==> run_1/logic_types.png <==
Scale bar: 50 um.
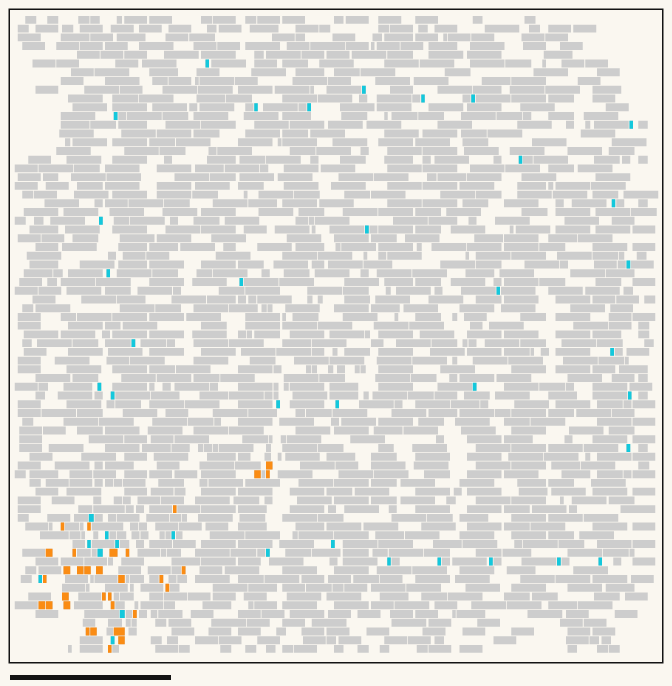
==> run_1/congestion.png <==
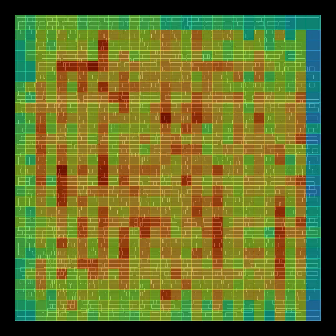
==> run_1/clk_routes.png <==
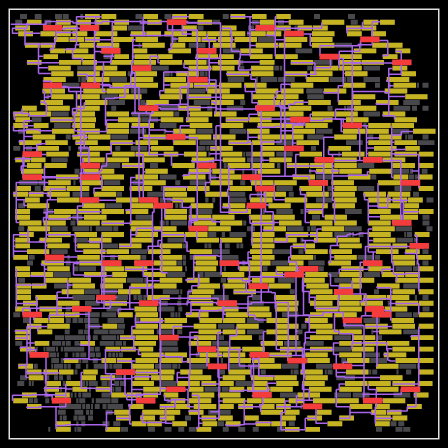
[config.mk]
export PLATFORM = sky130hd
export DESIGN_NAME = rs_relay_pipeline_fifo
export DESIGN_NICKNAME = d
export VERILOG_FILES = /design/src/rtl/rs_relay_pipeline_fifo.sv
export SDC_FILE = /design/constraint.sdc
export NUM_CORES = 1
export LEC_CHECK = 0
export CAP_MARGIN = 20
export CORE_UTILIZATION = 60
export DETAILED_ROUTE_END_ITERATION = 10
export GPL_TIMING_DRIVEN = 0
export PLACE_DENSITY_LB_ADDON = 0.08
export RECOVER_POWER = 25
export SETUP_SLACK_MARGIN = 0.05
export SLEW_MARGIN = 15
export SYNTH_ARGS = -nofsm -noshare
export SYNTH_HDL_FRONTEND = slang
export SYNTH_SLANG_ARGS = --single-unit
[constraint.sdc]
create_clock -name clk -period 3.54 [get_ports clk]
set_input_delay 0.531 -clock clk [delete_from_list [all_inputs] [get_ports clk]]
set_output_delay 0.531 -clock clk [all_outputs]
set_load 0.05 [all_outputs]
[src/rtl/rs_relay_pipeline_fifo.sv]
// Relay-station pipeline: LEVEL forward data/write stages, LEVEL backward credit stages, and a
// tail FIFO that absorbs in-flight words. Optional occupancy statistics under RS_PP_OCCUPANCY_EN.
module rs_relay_pipeline_fifo #(
  parameter  int DATA_WIDTH = 32,
  parameter  int LEVEL      = 6,
  parameter  int TAIL_DEPTH = 16,
  localparam int CNT_WIDTH  = $clog2(TAIL_DEPTH + 1)
) (
  input  logic                  clk,
  input  logic                  reset,
  input  logic [DATA_WIDTH-1:0] if_din,
  input  logic                  if_write,
  output logic                  if_full_n,
  output logic [DATA_WIDTH-1:0] if_dout,
  output logic                  if_empty_n,
  input  logic                  if_read
`ifdef RS_PP_OCCUPANCY_EN
  ,
  output logic [CNT_WIDTH-1:0]  stat_occ,
  output logic [CNT_WIDTH-1:0]  stat_max_occ
`endif
);
  localparam int                   PTR_WIDTH = (TAIL_DEPTH > 1) ? $clog2(TAIL_DEPTH) : 1;
  localparam logic [PTR_WIDTH-1:0] LAST_PTR  = PTR_WIDTH'(TAIL_DEPTH - 1);
  localparam logic [CNT_WIDTH-1:0] FULL_CNT  = CNT_WIDTH'(TAIL_DEPTH);

  if (TAIL_DEPTH < 2 * LEVEL + 1) begin : g_bad_depth
    $error("rs_relay_pipeline_fifo: TAIL_DEPTH must be >= 2*LEVEL+1");
  end

  logic [DATA_WIDTH-1:0] r_mem [TAIL_DEPTH];
  logic [PTR_WIDTH-1:0]  r_rd_ptr;
  logic [PTR_WIDTH-1:0]  r_wr_ptr;
  logic [CNT_WIDTH-1:0]  r_count;
  logic [CNT_WIDTH-1:0]  w_count_nxt;
  logic                  w_accept;
  logic                  w_push;
  logic                  w_pop;
  logic [DATA_WIDTH-1:0] w_push_data;

  assign w_accept   = if_write & if_full_n;
  assign w_pop      = if_read & if_empty_n;
  assign if_empty_n = (r_count != '0);
  assign if_dout    = r_mem[r_rd_ptr];

  // Explicit wrap so non-power-of-two depths work.
  function automatic logic [PTR_WIDTH-1:0] ptr_inc(input logic [PTR_WIDTH-1:0] p);
    return (p == LAST_PTR) ? '0 : p + PTR_WIDTH'(1);
  endfunction

  generate
    if (LEVEL == 0) begin : g_direct
      assign w_push      = w_accept;
      assign w_push_data = if_din;
      assign if_full_n   = !reset && (r_count < FULL_CNT);
    end else begin : g_relay
      logic                  w_full_n_int;
      logic [LEVEL-1:0]      r_fwd_valid;
      logic [LEVEL-1:0]      r_bwd_full_n;
      logic [DATA_WIDTH-1:0] r_fwd_data [LEVEL];

      // Credit is withheld early enough that every word already in flight still fits.
      assign w_full_n_int = (int'(r_count) + 2 * LEVEL) < TAIL_DEPTH;

      always_ff @(posedge clk) begin
        if (reset) begin
          r_fwd_valid  <= '0;
          r_bwd_full_n <= '0;
        end else begin
          r_fwd_valid[0]  <= w_accept;
          r_bwd_full_n[0] <= w_full_n_int;
          for (int k = 1; k < LEVEL; k++) begin
            r_fwd_valid[k]  <= r_fwd_valid[k-1];
            r_bwd_full_n[k] <= r_bwd_full_n[k-1];
          end
        end
      end

      always_ff @(posedge clk) begin
        r_fwd_data[0] <= if_din;
        for (int k = 1; k < LEVEL; k++) r_fwd_data[k] <= r_fwd_data[k-1];
      end

      assign w_push      = r_fwd_valid[LEVEL-1];
      assign w_push_data = r_fwd_data[LEVEL-1];
      assign if_full_n   = r_bwd_full_n[LEVEL-1];
    end
  endgenerate

  always_comb begin
    w_count_nxt = r_count;
    if (w_push && !w_pop)      w_count_nxt = r_count + CNT_WIDTH'(1);
    else if (!w_push && w_pop) w_count_nxt = r_count - CNT_WIDTH'(1);
  end

  always_ff @(posedge clk) begin
    if (reset) begin
      r_rd_ptr <= '0;
      r_wr_ptr <= '0;
      r_count  <= '0;
    end else begin
      if (w_push) r_wr_ptr <= ptr_inc(r_wr_ptr);
      if (w_pop)  r_rd_ptr <= ptr_inc(r_rd_ptr);
      r_count <= w_count_nxt;
    end
  end

  always_ff @(posedge clk) begin
    if (w_push) r_mem[r_wr_ptr] <= w_push_data;
  end

  always_ff @(posedge clk) begin
    if (!reset) begin
      assert (!(w_push && !w_pop && r_count == FULL_CNT))
        else $error("rs_relay_pipeline_fifo: push into full tail FIFO");
    end
  end

`ifdef RS_PP_OCCUPANCY_EN
  logic [CNT_WIDTH-1:0] r_max_occ;

  always_ff @(posedge clk) begin
    if (reset)                         r_max_occ <= '0;
    else if (w_count_nxt > r_max_occ)  r_max_occ <= w_count_nxt;
  end

  assign stat_occ     = r_count;
  assign stat_max_occ = r_max_occ;
`endif

endmodule
==> notes.org, run 1 <==
* Flow results

** Finish
- Leaving out buffers and inverters, the combinational logic in the layout accounts for 4190 um2.
- Leaving out fill and tap cells, the most frequent cells in the layout are 512 x edfxtp_1, 221 x dfxtp_1, 128 x mux4_2.
- Clock network contribution to total cell area :: 0.0850
- Number of sequential storage elements :: 733
- Layout fillers :: 2,481

** Final timing
- In the final timing run, aggregate negative setup slack is 0 ns.
- The pin closest to its max-slew limit shows a slew of 0.662 ns.

** Setup path
- Logic depth along the worst register-to-register path is recorded as 9.
- Per the post-run analysis, buffers plus inverters along the critical path come to 3.
- Worst path arrival time :: 2.82 ns
- Per STA, the worst path accumulates the most delay in the family buffers and inverters.

** Min path
- Counting instances, the worst hold path has a depth of 0.
- The tightest min-delay check is of the register to register type.

** Yosys
- The cell-mix breakdown from Yosys lists the XOR/XNOR area share as 0.00145.
- The share of the Yosys chip area taken by registers is 0.817.
- Mapped Cells :: 1,108
- Summing all multiplexer cells gives an area fraction of 0.121.
- The cell-mix breakdown from Yosys lists the adder-cell area share as 0.00547.

** Clocking
- Hold buffer count at cts :: 0
- Reg clk slew, reported paths :: 0.06 ns

** Die
- Core ar. :: 39,800 um2

** Detailed routing
- Summing over every cut layer, the via total after detailed routing is 10,900.
- Wire segments on met3 add up to 2.91 mm in the final route.
- Antenna viol nets, final :: 0
- Total wire length after detailed routing :: 45.5 mm
- Per the detail_route log, met2 wirelength is 22.3 mm.

** GRT
- Summed over all routing layers, the global router reports a total usage of 0.234.
- Global routing put the most usage on met2.

** Run status
- The flow ran to the end, and the final reports show no timing, DRC or antenna violations.
## Picture notes: logic_types.png
nor cells: drawn in orange, cells 32, where lower left. nand cells: drawn in cyan, cells 41, where spread over the die.
Comb area share: 0.148
number of standard cells in the layout, taps in and fillers out: 1,846
most numerous logic cell after layout: edfxtp_1

## Picture notes: congestion.png
final core utilization: 0.712
average wire per standard cell: 24.7 um
met3 Usage GRT: 0.0416
met1 usage: 0.340
met2 GRT Util: 0.373

## Picture notes: clk_routes.png
clock wires: drawn in purple, length 7,360 um. flip-flops: drawn in yellow, count 733. clock drivers: drawn in red, count 70.
Position of the flops: spread over the die.
power in the clock group: 7560 uW
clock network fraction of design power: 0.386
worst setup skew after layout: 0.0210 ns

run 1: sequential cells by signal (all words and copies together), names as in the netlist, named ones only:
signal / flops
r_mem: 512
g_relay.r_fwd_data: 192
g_relay.r_bwd_full_n: 6
g_relay.r_fwd_valid: 6
r_count: 5
r_rd_ptr: 4
r_wr_ptr: 4
run 1: what timing repair did:
action                     CTS  global route
setup endpoints to repair   32             4
pin swaps                    0             0
hold endpoints to repair     0             0
gates resized               60             2
run 1: cells in the mapped netlist, drive strengths merged:
cell / n
edfxtp: 512
dfxtp: 221
mux4: 128
a22oi: 64
nand2: 38
buf: 27
clkbuf: 21
and2: 17
nor2: 16
nor2b: 13
ha: 9
a21oi: 8
inv: 3
mux2i: 3
nand3: 3
or3: 3
xor2: 3
and3: 2
mux2: 2
o21ai: 2
a211oi: 1
a21o: 1
a311o: 1
a31oi: 1
and3b: 1
fa: 1
nor3b: 1
nor4: 1
nor4bb: 1
o311ai: 1
o31ai: 1
or3b: 1
xnor2: 1
run 1: power breakdown:
group | total [uW] | internal (uW) | leakage, uW | switching (uW)
Sequential | 9450 | 9310 | 0.00646 | 134
Combinational | 2580 | 1160 | 0.00193 | 1420
Clock | 7560 | 4520 | 0.00119 | 3050
run 1: metrics by stage:
step | utilization | cells | setup slack, ns | hold WS (ns) | total power, uW
after CTS | 0.711 | 1846 | 0.113 | 0.308 | 19800
after floorplan | - | 1108 | 1.05 | 0.310 | 11600
final | 0.712 | 1846 | 0.185 | 0.316 | 19600
after detailed placement | 0.651 | 1717 | 0.165 | 0.312 | 12300
after global routing | 0.712 | 1846 | 0.0602 | 0.326 | 20300
after global placement | 0.642 | 1701 | 0.159 | 0.310 | 12300
## Run 2: what changed since run 1
--- a/config.mk
+++ b/config.mk
@@ -9,6 +9,7 @@
 export CORE_UTILIZATION = 60
 export DETAILED_ROUTE_END_ITERATION = 10
 export GPL_TIMING_DRIVEN = 0
+export HOLD_SLACK_MARGIN = 0.15
 export PLACE_DENSITY_LB_ADDON = 0.08
 export RECOVER_POWER = 25
 export SETUP_SLACK_MARGIN = 0.05
==> run_2/congestion.png <==
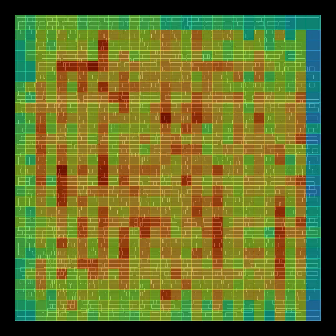
GRT Resource Usage Total: 0.234
peak-usage layer in the global routing report: met2

==> run 2 against run 1 <==
  * Non-clock buffer count unchanged
  * Clock power about the same
  * Highest routed layer unchanged
  * First-iteration DRC count unchanged
  * Sequential power about the same
  * Routed wire length unchanged
  * Global-route usage unchanged
  * Critical path type unchanged
  * Largest power group unchanged
==> notes.org, run 2 <==
* Flow results

** Detailed routing
- Total wire length after detailed routing :: 45.5 mm (unchanged)
- The via count is 10,900 (unchanged).
- Antenna viol nets, final :: 0 (unchanged)
- The average wire length per cell after detail routing is 24.7 um (unchanged).
- The met2 routed wirelength was 22.3 mm (unchanged).

** Die
- Chip area :: 41,200 um2
- Core ar. :: 39,800 um2 (unchanged)

** Run status
- Run status :: completed

** Finish
- Share of post-route cells with drive strength above 1 :: 0.238
- Final core utilization :: 0.712 (unchanged)
- The library cell used most frequently in the layout, excluding fill and tap cells, is edfxtp_1.
- Largest reg by FF count :: r_mem
- Max reg flops :: 512 (unchanged)
- Top Registers :: r_mem: 512 flops, g_relay.r_fwd_data: 192 flops
- Per the cell usage report, the commonest logic cells after layout are 512 x edfxtp_1, 221 x dfxtp_1, 128 x mux4_2.

** Yosys
- EDFF count, synth :: 512 (unchanged)
- The fraction of synthesis flops using an asynchronous set or reset pin was 0 (unchanged).
- Most numerous cell in the Yosys netlist :: edfxtp_1
- The synthesis run shows the most used standard cells to be 512 x edfxtp_1, 221 x dfxtp_1, 128 x mux4_2.
- The sequential area share after synthesis was 0.817 (unchanged).
- Main flop type after synthesis :: edfxtp_1
- Mapped Cells :: 1,108 (unchanged)

** GRT
- The met3 layer usage reported by global route is 0.0416 (unchanged).
- The global-route met1 utilization was 0.340 (unchanged).
- Maximum number of pins on one net before global-route repair :: 23
- The routing usage on met2 came to 0.373 (unchanged).

** Clocking
- Reg clk slew, reported paths :: 0.06 ns (about the same)
- Clock latency reported for the late side of the worst-skew pair :: 0.59 ns

** Setup path
- The endpoint arrival time on the critical path was 2.82 ns (about the same).
- The buffer and inverter count on the worst path was 3 (unchanged).
- Crit end category :: primary output
- Delay-heaviest family, CP :: buffers and inverters

** Final timing
- Worst Tran Pin Value :: 0.662 ns (unchanged)
- The end-of-flow timing check tallies setup violations at 0.
- The setup clock skew after layout was 0.0210 ns (unchanged).

** Min path
- Path class of the lowest-slack min-delay path :: register to register

** Run
- The tool warning count for the run is 29.

** Placed design
- RePlAce Congestion :: 0.711
run 2: kinds of logic (layout without fill, tap and decap cells):
kind of cell,Yosys count,in the layout,share of synthesized area
buffers and inverters,51,264,0.0110
AND/OR/NAND/NOR,97,97,0.0197
multiplexers,133,133,0.121
flip-flops,733,733,0.817
adder cells (fa/ha/maj),10,10,0.00547
AND-OR/OR-AND,80,80,0.0244
XOR/XNOR,4,4,0.00145
run 2: layout make-up:
class                   count  area (um2)
inverters                   3        11.3
repair buffers             84         976
clock inverters            26         229
multi-input cells         324        4190
fillers                  2481       11500
flip-flops and latches    733       19800
plain buffers              48         292
clock buffers             103        2180
well taps                 525         657
run 2: path summary, 6_finish.rpt:
| check | from | endpoint | slack (ns) | cells after the start |
|---|---|---|---|---|
| worst max-delay path | register | if_dout[24] | 0.18 | 6 |
| worst min register to register | g_relay.r_fwd_data[2][30] | g_relay.r_fwd_data[3][30] | 0.32 | 0 |
| worst max register to register | r_count[2] | r_count[4] | 0.73 | 9 |
| worst min-delay path | g_relay.r_fwd_data[2][30] | g_relay.r_fwd_data[3][30] | 0.32 | 0 |
run 2: what timing repair did:
action / in CTS / in global routing
hold buffers: 0 / 0
buffers inserted: 0 / 0
endpoints found under the setup margin: 32 / 4
resized: 60 / 2
run 2: per-stage QoR:
stage          area, um2  power [uW]  cells  hold WS, ns
2_1_floorplan      24200       11600   1108        0.310
3_3_place_gp       25600       12300   1701        0.310
3_5_place_dp       25900       12300   1717        0.312
4_1_cts            28300       19800   1846        0.308
5_1_grt            28300       20300   1846        0.326
6_report           28300       19600   1846        0.316
run 2: report_power, final:
group / internal (uW) / switching (uW) / total (uW)
combinational: 1160 / 1420 / 2580
sequential: 9310 / 134 / 9450
clock: 4520 / 3050 / 7560
total: 15000 / 4600 / 19600
Power is estimated from default activity; no workload was simulated.
